Routed metal per tile:
Drawn at 1 px/um. The die is cut into 35 by 35 equal tiles; dark purple is low, yellow is high, scaled to the fullest tile. Values are wire area over tile area, all layers added.
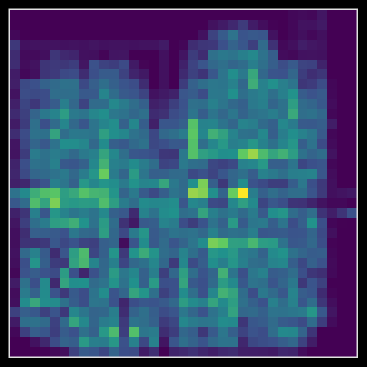
Placement view:
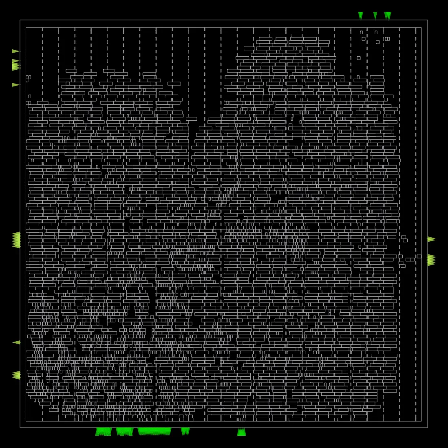
PDN straps and rails:
Drawn at 1.5 px/um. Pins as bars on the die edge.
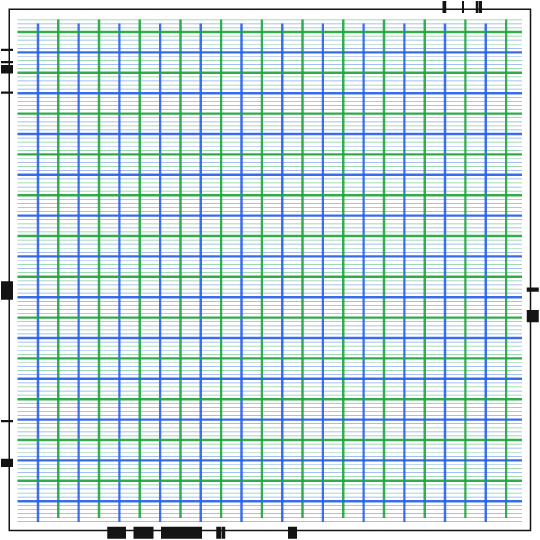
A small window of the routed layout:
Region (148, 218) to (198, 268) um. Cells in grey, sequential cells in the stronger grey; small squares are vias.
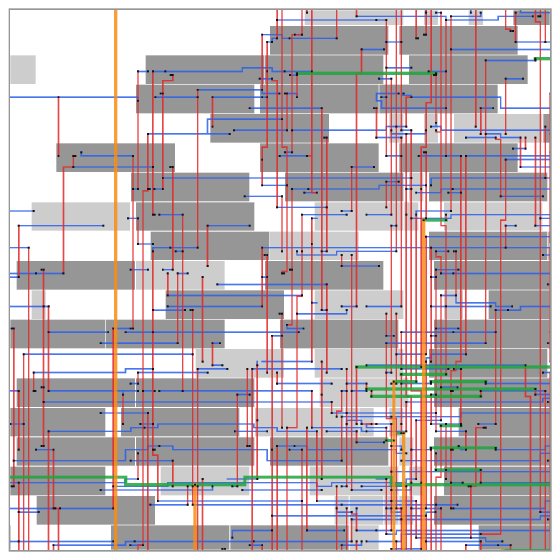
==> config.mk <==
export PLATFORM = sky130hd
export DESIGN_NAME = sgm_stream_comparator
export DESIGN_NICKNAME = d
export VERILOG_FILES = /design/src/rtl/sgm_stream_comparator.sv
export SDC_FILE = /design/constraint.sdc
export NUM_CORES = 2
export LEC_CHECK = 0
export CORE_MARGIN = 5
export CORE_UTILIZATION = 50
export CTS_CLUSTER_SIZE = 25
export DETAILED_ROUTE_END_ITERATION = 8
export PLACE_DENSITY = 0.67
export SYNTH_ARGS = -nofsm -noshare
export SYNTH_HDL_FRONTEND = slang
export SYNTH_SLANG_ARGS = --single-unit
export TNS_END_PERCENT = 10
==> constraint.sdc <==
create_clock -name clk -period 4.6 [get_ports clk]
set_input_delay 0.92 -clock clk [delete_from_list [all_inputs] [get_ports clk]]
set_output_delay 0.92 -clock clk [all_outputs]
set_load 0.1 [all_outputs]
==> run notes <==
Per the OpenROAD power report, leakage power amounts to 20.6 nW. The checks that failed: negative setup slack. The final worst setup slack came out at -0.395 ns.

The final layout reports a setup TNS of -17.30 ns. The run finished, with violations left. The type of the worst min-delay path was reg -> reg.

Per the placement log, port buffering inserted 101 buffers. The tools report the clock root buffer master as sky130_fd_sc_hd__clkbuf_16. Across all checked pins, the minimum headroom to the slew limit is 13.8%.

The share of synthesized area in the top cell type comes to 68.5%. The share of the core area taken by cells at floorplan is 50.3%. Once layout is done, the placed cells without fillers occupy 65,700 um2. Areal power density over the cells: 452 nW/um2. The run gives 0.455 ns as the worst hold margin. By count the netlist is led by 1,291 x sky130_fd_sc_hd__edfxtp_1, 392 x sky130_fd_sc_hd__nor2_1, 378 x sky130_fd_sc_hd__mux4_2. Of all cell types, the one taking the most synthesized area is sky130_fd_sc_hd__edfxtp_1.

The total buffers and inverters traversed by the critical path is 8. The longest clock path from root to sink contains 3 buffers. Number of antenna violations at the first check in global routing: 4.

The number of distinct library cells after synthesis is 75, and the count of pins on the block boundary is 102. The most used flip-flop cell after synthesis is sky130_fd_sc_hd__edfxtp_1. Including well taps, the total number of placed cells is 4,715. The run gives 8,068 for the total of fill cells in the finished design. The reported max-cap violation count was 0; the pin count of the biggest net entering global routing was 70. The die covers 120,000 um2. The post-synthesis async set-or-reset flop share is 0%.

The actual slew at the worst max-slew pin works out to 1.29 ns. The sequential element share of the synthesized area is 71.3%, and the synthesized area is 56,600 um2. The net count reported at finish came out at 3,486. Per the post-synthesis report, the nets total 3,236. Per the GRT congestion report, total overflow comes to 0. In this run the number of cells on the critical path is 19.

The commonest non-fill, non-tap cell in the layout was sky130_fd_sc_hd__edfxtp_1. The average vias per placed instance is 5.99. Timing would allow up to 200 MHz. The run gives 1,372 for the clock net sink count.

Endpoint kind of the worst setup timing path: a flop. The run gives 2 for the hold-critical path depth. The most repeated cell in the gate-level netlist after synthesis is sky130_fd_sc_hd__edfxtp_1. The cell with the most instances on the worst path is sky130_fd_sc_hd__buf_12. Subtracting the final worst setup slack from the clock period gives 5.00 ns. The number of rows created at floorplan is 123. Walking the worst path, the cells encountered are buf_12 > buf_16 > buf_12 > buf_12 > mux4_2 > mux4_2 > mux4_2 > ha_4 > buf_4 > nor2b_1 > o31ai_1 > o211ai_1 > nor4_2 > o311ai_2 > buf_4 > a32oi_4 > buf_12 > clkbuf_16 > nor3_1. The arrival time of data at the worst endpoint is listed as 5.46 ns. The area growth from synthesis to layout is 16.1%.

The layout summary lists the proportion of cells stronger than drive strength 1 as 24.2%. In this run, synthesis inferred 1,291 flip-flops with an integrated enable. The longest incremental delay of any stage on the critical path is reported as 0.57 ns.

The slowest stage of the critical path is the sky130_fd_sc_hd__mux4_2 cell. Between clock sinks in the finished design, the worst skew comes to 0.0214 ns. TritonCTS built the clock tree. The total placed instance area is 60,000 um2, and the cell count after synthesis is 3,155.

The internal portion of total power is 0.0224 W. Setup repair after global routing could not meet its margin everywhere. With the total routing usage reported by global routing at 20.8%, the count of warning messages emitted by the tools is 46. The detailed-routing iteration count for the pre-antenna-repair pass is 6, and the total of hold buffers inserted after clock tree synthesis is 0. The share of the cycle needed by the critical path after routing came out at 109%. Routability-driven placement finished with a final weighted congestion of 0.836.

The synthesis report lists the Yosys warning total as 0. CTS added clock buffers totalling 142. With the total cell area reported by yosys after synthesis at 56,600 um2, the post-route antenna net violation count is 0. The synthesis report lists the most area-consuming cells as sky130_fd_sc_hd__edfxtp_1 68%, sky130_fd_sc_hd__mux4_2 15%, sky130_fd_sc_hd__dfxtp_1 2.9%. The depth of the most critical reg-to-reg path was 19; the clock transition time at the flip-flop clock pins of the worst setup and hold paths was 0.06 ns. The internal reg-to-reg setup slack came out at -0.40 ns. The count of placed standard cells in the final layout, fillers left out is 5,026, and the via count of the first global-routing pass is 30,800. For this design, Yosys synthesis ends with a cell count of 3,155.

The worst setup path is launched from a flop. Registers are responsible for 47.4% of the overall power. The synthesized design contains 1,372 register bits. The logs give 192 mm for the global-route wire length before repair and 2,885 for the number of violations reported at the end of detailed-routing iteration 0. Max fanout on the critical path was recorded as 8.

With the number of flip-flops under the largest register name at 1,152, the final tally of setup violations is 64. The power report puts the net switching power at 0.00732 W. Clock latency on the worst-skew pair, taken at its later pin, is 0.75 ns. The post-synthesis area per instance works out to 17.9 um2.
-- 'routed metal per tile' (at the start) --
9.6% of the tiles are over half the peak. The mean over all tiles is 0.17. The fullest tile reaches 0.63.
Wirelength per Cell: 25.4 um
total routed wirelength: 128 mm
via count of the routed design: 30,100

-- 'placement view' (at the start) --
final core area utilization: 58.4%
flip-flop and latch count: 1,372
number of well-tap cells placed: 1,500
CORE AREA: 112,000 um2

-- 'PDN straps and rails' (at the start) --
Key: green = VDD; blue = VSS
24 straps on met4. 124 met1 rails follow the rows. 24 straps on met5. The core has 123 rows.
Max IR drop VDD: 365 uV
die width: 347 um
overall die height: 347 um

-- 'a small window of the routed layout' (at the start) --
Key: orange = met4; green = met3; blue = met1; red = met2
Most frequent: edfxtp_1 (45), nor2_1 (14), mux4_2 (11). Sequential cells in the window: 45. 77 logic cells have their middle in the window.

==> power groups by stage <==
stage	Combinational [W]	Clock, W	Sequential [W]
6_report	0.00426	0.0114	0.0141
5_1_grt	0.00452	0.0121	0.0141
4_1_cts	0.00378	0.0115	0.0141
3_5_place_dp	0.00374	0	0.0143
3_3_place_gp	0.00362	0	0.0143
2_1_floorplan	0.00223	0	0.0144
==> metal layers <==
metal  GRT usage (%)  part of all wire, %  routed length (um)  up-vias
met1            29.2                   41               52300    15700
met5               0                    0                   0        -
li1                -                    -                   -    13000
met4            5.37                  2.1                2730        0
met2            34.0                   50               63900     1160
met3            4.16                  7.0                8930      211
==> kinds of logic (layout without fill, tap and decap cells) <==
group	count (synthesis)	count (layout)	share of synthesized area [%]
flops	1372	1372	71.3
fa+ha+maj	57	57	1.29
buf+inv	231	599	1.71
xor+xnor	130	130	2.01
compound gates	161	161	1.80
mux	380	380	15.1
simple gates	824	824	6.79
other cells	0	3	0
==> layout make-up <==
type | instances | area (um2) | share of cell area (%)
clock buffers | 164 | 3670 | 5.58
repair buffers | 272 | 3020 | 4.60
well taps | 1500 | 1880 | 2.86
clock inverters | 98 | 950 | 1.45
inverters | 65 | 250 | 0.381
flip-flops and latches | 1372 | 40400 | 61.5
diodes | 3 | 7.51 | 0.0114
multi-input cells | 1552 | 15600 | 23.7
==> through the flow <==
stage / utilization, % / power, W
after floorplan: - / 0.0167
after global placement: 53.4 / 0.0179
after detailed placement: 53.4 / 0.0181
after CTS: 57.5 / 0.0294
after global routing: 58.4 / 0.0308
final: 58.4 / 0.0297
==> what timing repair did <==
action / CTS / global route
buffers inserted: 0 / 32
resized: 5 / 93
pin swaps: 0 / 10
setup endpoints to repair: 65 / 66
cloned: 0 / 14
No activity file was given, so power comes from the tool's default toggle rates.
